Fig. 1: M4 wires
Scale bar: 20 µm. Supply wires on this layer in gray.
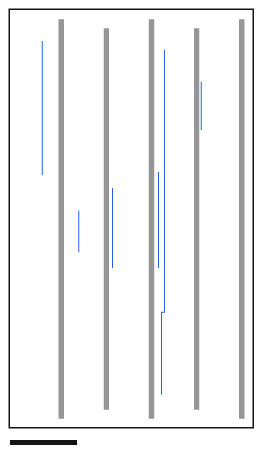
Fig. 2: clock distribution
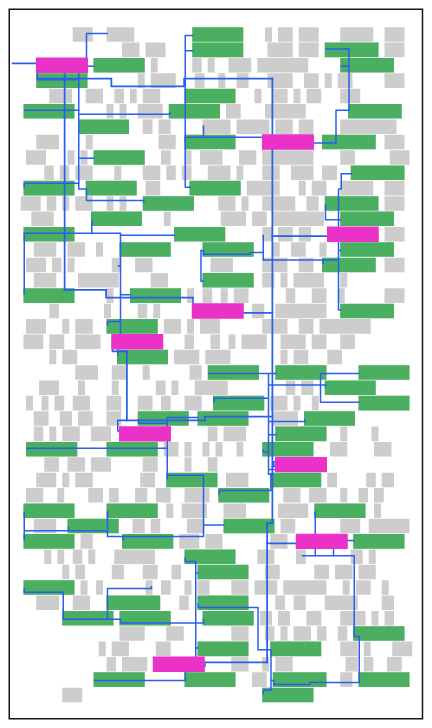
$ cat config.mk
export PLATFORM = sky130hd
export DESIGN_NAME = output_display_driver
export DESIGN_NICKNAME = d
export VERILOG_FILES = /design/src/rtl/output_display_driver.sv
export SDC_FILE = /design/constraint.sdc
export NUM_CORES = 1
export LEC_CHECK = 0
export ABC_CLOCK_PERIOD_IN_PS = 1800
export CELL_PAD_IN_SITES_DETAIL_PLACEMENT = 1
export CELL_PAD_IN_SITES_GLOBAL_PLACEMENT = 1
export CORE_ASPECT_RATIO = 1.75
export CORE_MARGIN = 1.5
export CORE_UTILIZATION = 42
export DETAILED_ROUTE_END_ITERATION = 10
export PLACE_DENSITY_LB_ADDON = 0.1
export SETUP_SLACK_MARGIN = 0.15
export SLEW_MARGIN = 10
export SYNTH_ARGS = -nofsm -noshare
export SYNTH_HDL_FRONTEND = slang
export SYNTH_SLANG_ARGS = --single-unit
export TNS_END_PERCENT = 50
$ cat constraint.sdc
create_clock -name clkin -period 1.8 [get_ports clkin]
set_input_delay 0.27 -clock clkin [delete_from_list [all_inputs] [get_ports clkin]]
set_output_delay 0.27 -clock clkin [all_outputs]
set_load 0.005 [all_outputs]
$ cat src/rtl/output_display_driver.sv
// output_display_driver
//   Shows an 8-bit result in decimal on a 3-digit multiplexed seven-segment
//   display. A double-dabble FSM converts one bit per cycle into BCD. The
//   resulting digits are latched into display registers. A free-running
//   scanner drives the digits onto the shared segment lines.
// Ports:
//   clkin  - clock, rising edge
//   clr    - asynchronous active-low reset
//   val    - binary value to display, sampled when load=1
//   load   - single-cycle strobe for val
//   seg    - segments {g,f,e,d,c,b,a}, registered
//   an     - digit enables, bit0 units .. bit2 hundreds, one-hot, registered
//   busy   - conversion in progress
module output_display_driver #(
  parameter int REFRESH_DIV    = 1000,
  parameter bit BLANK_LZ       = 1'b1,
  parameter bit SEG_ACTIVE_LOW = 1'b1
) (
  input  logic       clkin,
  input  logic       clr,
  input  logic [7:0] val,
  input  logic       load,
  output logic [6:0] seg,
  output logic [2:0] an,
  output logic       busy
);

  typedef enum logic [1:0] {IDLE, CONV, LATCH} state_t;

  localparam logic [15:0] DIV_M1 = 16'(REFRESH_DIV - 1);

  state_t      r_state, w_next;
  logic [7:0]  r_shift, r_pend_val;
  logic [11:0] r_bcd;
  logic [2:0]  r_cnt;
  logic        r_pend;
  logic [3:0]  r_hun, r_ten, r_uni;
  logic [15:0] r_rcnt;
  logic [1:0]  r_idx;

  logic        w_start, w_from_pend;
  logic [7:0]  w_src;
  logic [11:0] w_adj;
  logic [3:0]  w_dig;
  logic        w_blank;
  logic [6:0]  w_seg_hi;
  logic [2:0]  w_an_hi;

  function automatic logic [11:0] add3(input logic [11:0] b);
    logic [11:0] r;
    for (int i = 0; i < 3; i++)
      r[i*4 +: 4] = (b[i*4 +: 4] >= 4'd5) ? b[i*4 +: 4] + 4'd3 : b[i*4 +: 4];
    return r;
  endfunction

  // Active-high patterns; anything outside 0..9 is blank.
  function automatic logic [6:0] seg7(input logic [3:0] d);
    logic [6:0] p;
    case (d)
      4'd0: p = 7'h3F;  4'd1: p = 7'h06;  4'd2: p = 7'h5B;  4'd3: p = 7'h4F;
      4'd4: p = 7'h66;  4'd5: p = 7'h6D;  4'd6: p = 7'h7D;  4'd7: p = 7'h07;
      4'd8: p = 7'h7F;  4'd9: p = 7'h6F;  default: p = 7'h00;
    endcase
    return p;
  endfunction

  // ---------------- conversion FSM ----------------
  always_ff @(posedge clkin or negedge clr) begin
    if (!clr) r_state <= IDLE;
    else      r_state <= w_next;
  end

  // A load seen in LATCH parks in the pending register; IDLE then picks it
  // up on the following cycle, so it is never lost.
  always_comb begin
    w_next      = r_state;
    w_start     = 1'b0;
    w_from_pend = 1'b0;
    case (r_state)
      IDLE: begin
        if (load)        w_start = 1'b1;
        else if (r_pend) begin w_start = 1'b1; w_from_pend = 1'b1; end
      end
      CONV:  if (r_cnt == 3'd7) w_next = LATCH;
      LATCH: begin
        if (r_pend) begin w_start = 1'b1; w_from_pend = 1'b1; end
        else        w_next = IDLE;
      end
      default: w_next = IDLE;
    endcase
    if (w_start) w_next = CONV;
  end

  assign w_src = w_from_pend ? r_pend_val : val;
  assign w_adj = add3(r_bcd);
  assign busy  = (r_state != IDLE);

  always_ff @(posedge clkin or negedge clr) begin
    if (!clr) begin
      r_shift    <= '0;
      r_bcd      <= '0;
      r_cnt      <= '0;
      r_pend     <= 1'b0;
      r_pend_val <= '0;
      r_hun      <= '0;
      r_ten      <= '0;
      r_uni      <= '0;
    end else begin
      if (w_start) begin
        r_shift <= w_src;
        r_bcd   <= '0;
        r_cnt   <= '0;
      end else if (r_state == CONV) begin
        {r_bcd, r_shift} <= {w_adj, r_shift} << 1;
        r_cnt            <= r_cnt + 3'd1;
      end
      // Display registers only ever see complete results.
      if (r_state == LATCH) begin
        r_hun <= r_bcd[11:8];
        r_ten <= r_bcd[7:4];
        r_uni <= r_bcd[3:0];
      end
      // A new load while busy wins over clearing the flag on restart.
      if (load && r_state != IDLE) begin
        r_pend     <= 1'b1;
        r_pend_val <= val;
      end else if (w_start) begin
        r_pend <= 1'b0;
      end
    end
  end

  // ---------------- scanner ----------------
  always_ff @(posedge clkin or negedge clr) begin
    if (!clr) begin
      r_rcnt <= '0;
      r_idx  <= '0;
    end else if (r_rcnt == DIV_M1) begin
      r_rcnt <= '0;
      r_idx  <= (r_idx == 2'd2) ? 2'd0 : r_idx + 2'd1;
    end else begin
      r_rcnt <= r_rcnt + 16'd1;
    end
  end

  always_comb begin
    w_dig   = r_uni;
    w_blank = 1'b0;
    case (r_idx)
      2'd1: begin w_dig = r_ten; w_blank = BLANK_LZ && r_hun == 4'd0 && r_ten == 4'd0; end
      2'd2: begin w_dig = r_hun; w_blank = BLANK_LZ && r_hun == 4'd0; end
      default: ;
    endcase
  end

  // A blanked digit still gets its enable so every digit has equal on-time.
  assign w_seg_hi = w_blank ? 7'h00 : seg7(w_dig);
  assign w_an_hi  = 3'b001 << r_idx;

  always_ff @(posedge clkin or negedge clr) begin
    if (!clr) begin
      seg <= {7{SEG_ACTIVE_LOW}};
      an  <= {3{SEG_ACTIVE_LOW}};
    end else begin
      seg <= w_seg_hi ^ {7{SEG_ACTIVE_LOW}};
      an  <= w_an_hi ^ {3{SEG_ACTIVE_LOW}};
    end
  end

endmodule
==> impl_metrics.env <==
# physical design summary
export IMPL_clock_root_buffer="clkbuf_16"
export IMPL_top_cell_area_share_pct=44.6
export IMPL_internal_power_mw=4.57
export IMPL_ff2ff_path_depth=8
export IMPL_final_util_pct=56.8
export IMPL_crit_arrival_ns=2.02
export IMPL_cts_setup_buffers=10
export IMPL_taps=115
export IMPL_largest_reg_flops=16
export IMPL_endpoint_kind="flop"
export IMPL_path_common_cell="ha_4"
export IMPL_ys_sh_mux_pct=6.30
export IMPL_yosys_cells=337
export IMPL_synth_warnings=0
export IMPL_setup_worst_path_start="r_idx[1]"
export IMPL_topCellsByArea="dfrtp_1 (45%), dfstp_2 (7.3%), ha_1 (6.6%)"
export IMPL_routed_wl_mm=8.18
export IMPL_highest_layer="met4"
export IMPL_synthMostInstantiatedCell="dfrtp_1"
export IMPL_register_area_um2=1870
export IMPL_xor_area_share_pct=4.39
export IMPL_dp_hpwl_mm=5.75
export IMPL_fin_cells=515
export IMPL_seq_power_share_pct=37.3
export IMPL_largest_area_cell="dfrtp_1"
export IMPL_timing_fmax_mhz=569
export IMPL_slowest_stage="dfrtp_1"
export IMPL_tightest_slew_ns=0.391
export IMPL_use_met2_pct=38.0
export IMPL_fa_ha_area_share_pct=6.61
export IMPL_crit_fanout=5
export IMPL_comb_share_pct=38.7
export IMPL_path_clk_slew_ns=0.06
export IMPL_drv_cap=0
export IMPL_dieHeight_um=125
export IMPL_htreeDepth=3
export IMPL_power_group_top="combinational logic"
export IMPL_met1Wirelength_mm=2.96
export IMPL_syn_area_per_cell_um2=10.7
export IMPL_fin_setup_tns_ns=0
export IMPL_grt_overflow=0
export IMPL_seq_cells=74
export IMPL_cp_start_kind="flop"
export IMPL_critPathTopFamily="AND-OR/OR-AND gates"
export IMPL_die_w_um=72.9
export IMPL_ctsHoldBuffers=1
export IMPL_layout_top_cell="dfrtp_1"
export IMPL_ant_nets=0
export IMPL_grt_use_met3_pct=5.32
export IMPL_core_um2=8310
export IMPL_drtIter0Drc=120
export IMPL_crit_chain="buf_4, ha_4, a22oi_2, a21oi_4, buf_12, ha_4, mux2i_1, o211ai_1"
export IMPL_n_all_buffers=59
export IMPL_power_share_switching_pct=33.9
export IMPL_top_regs="r_rcnt: 16 flops, r_bcd: 12 flops"
export IMPL_grt_pass1_wl_mm=14.2
export IMPL_logic_gate_count=233
export IMPL_status="finished clean"
export IMPL_use_met1_pct=20.8
export IMPL_aoi_share_pct=13.9
export IMPL_final_area_um2=4730
export IMPL_rsz0062_at_grt="true"
export IMPL_syn_nets=367
export IMPL_crit_type="flop to flop"
export IMPL_final_min_clock_period_ns=1.76
export IMPL_r2r_start="r_idx[1]"
export IMPL_numCtsBuffers=9
export IMPL_fp_util_pct=43.2
export IMPL_r2r_slack_ns=0.04
export IMPL_synth_edff_count=0
export IMPL_drive_above_1_share_pct=30.3
export IMPL_synthArstFlopShare_pct=100
export IMPL_place_congestion=0.760
export IMPL_cp_depth=8
export IMPL_seq_power_mw=2.58
export IMPL_hp_class="input port to asynchronous set/reset pin"
export IMPL_grt_pass1_vias=2986
export IMPL_pin_count=22
export IMPL_finalClockPeriodUsage_pct=97.6
export IMPL_dr_pass1_iters=4
export IMPL_p_sw_mw=2.34
export IMPL_cts_tree="yes"
export IMPL_peakVddDrop_mv=0.994
export IMPL_diodes=0
export IMPL_clock_buffers=12
export IMPL_ff_type="dfrtp_1"
export IMPL_place_inst=485
export IMPL_maxSlewHeadroom_pct=73.9
export IMPL_powerDensity_nw_per_um2=1460
export IMPL_cp_endpoint="seg[3]"
export IMPL_setup_ws_ns=0.0424
export IMPL_r2r_end="seg[3]"
export IMPL_area_growth_pct=31.5
export IMPL_slew_viol_final=0
export IMPL_fillers=878
export IMPL_critPathMaxStageDelay_ns=0.40
export IMPL_nets=426
export IMPL_tool_warnings=40
export IMPL_pre_cts_ws_ns=-0.175
export IMPL_topCombFamilyByArea="AND-OR/OR-AND gates"
export IMPL_clock_area_share_pct=5.75
export IMPL_seq_share_pct=39.5
export IMPL_place_area_um2=4120
export IMPL_whs_ns=0.341
export IMPL_num_vias=2702
export IMPL_cp_buffers_inverters=2
export IMPL_ys_ff=74
export IMPL_port_buffers=21
export IMPL_grt_antenna_before_repair=0
export IMPL_dominant_cell_class="flip-flops and latches"
export IMPL_final_hold_viol_count=0
export IMPL_non_clock_inverter_count=19
export IMPL_cts_resized_gates=23
export IMPL_final_cell_mix="dfrtp_1 (62), buf_4 (32), nand2_1 (30)"
export IMPL_drcViolationCount=0
export IMPL_die_area_um2=9140
export IMPL_row_count=44
export IMPL_synth_distinct_cells=46
export IMPL_syn_cell_area_um2=3590
export IMPL_comb_area_um2=1830
export IMPL_vias_per_cell=5.25
export IMPL_buf_share_pct=11.5
export IMPL_wl_met2_mm=4.78
export IMPL_route_detailed_wl_per_inst_um=15.9
export IMPL_regMostFlops="r_rcnt"
export IMPL_power_mw=6.92
About Fig. 1:
longest straight run = 78.7 µm
wire length on this layer = 223 µm
main direction = vertical

About Fig. 2:
flip-flops -> green  # count 74
clock drivers -> magenta  # count 9
clock wires -> blue  # length 1030 µm
flops lie = widely spread
P_clk: 1.66 mW
Late-Pin Clk Latency: 0.34 ns
clock network fraction of total power: 24.1%
Setup Skew: 0.00738 ns

Power is estimated from default activity; no workload was simulated.
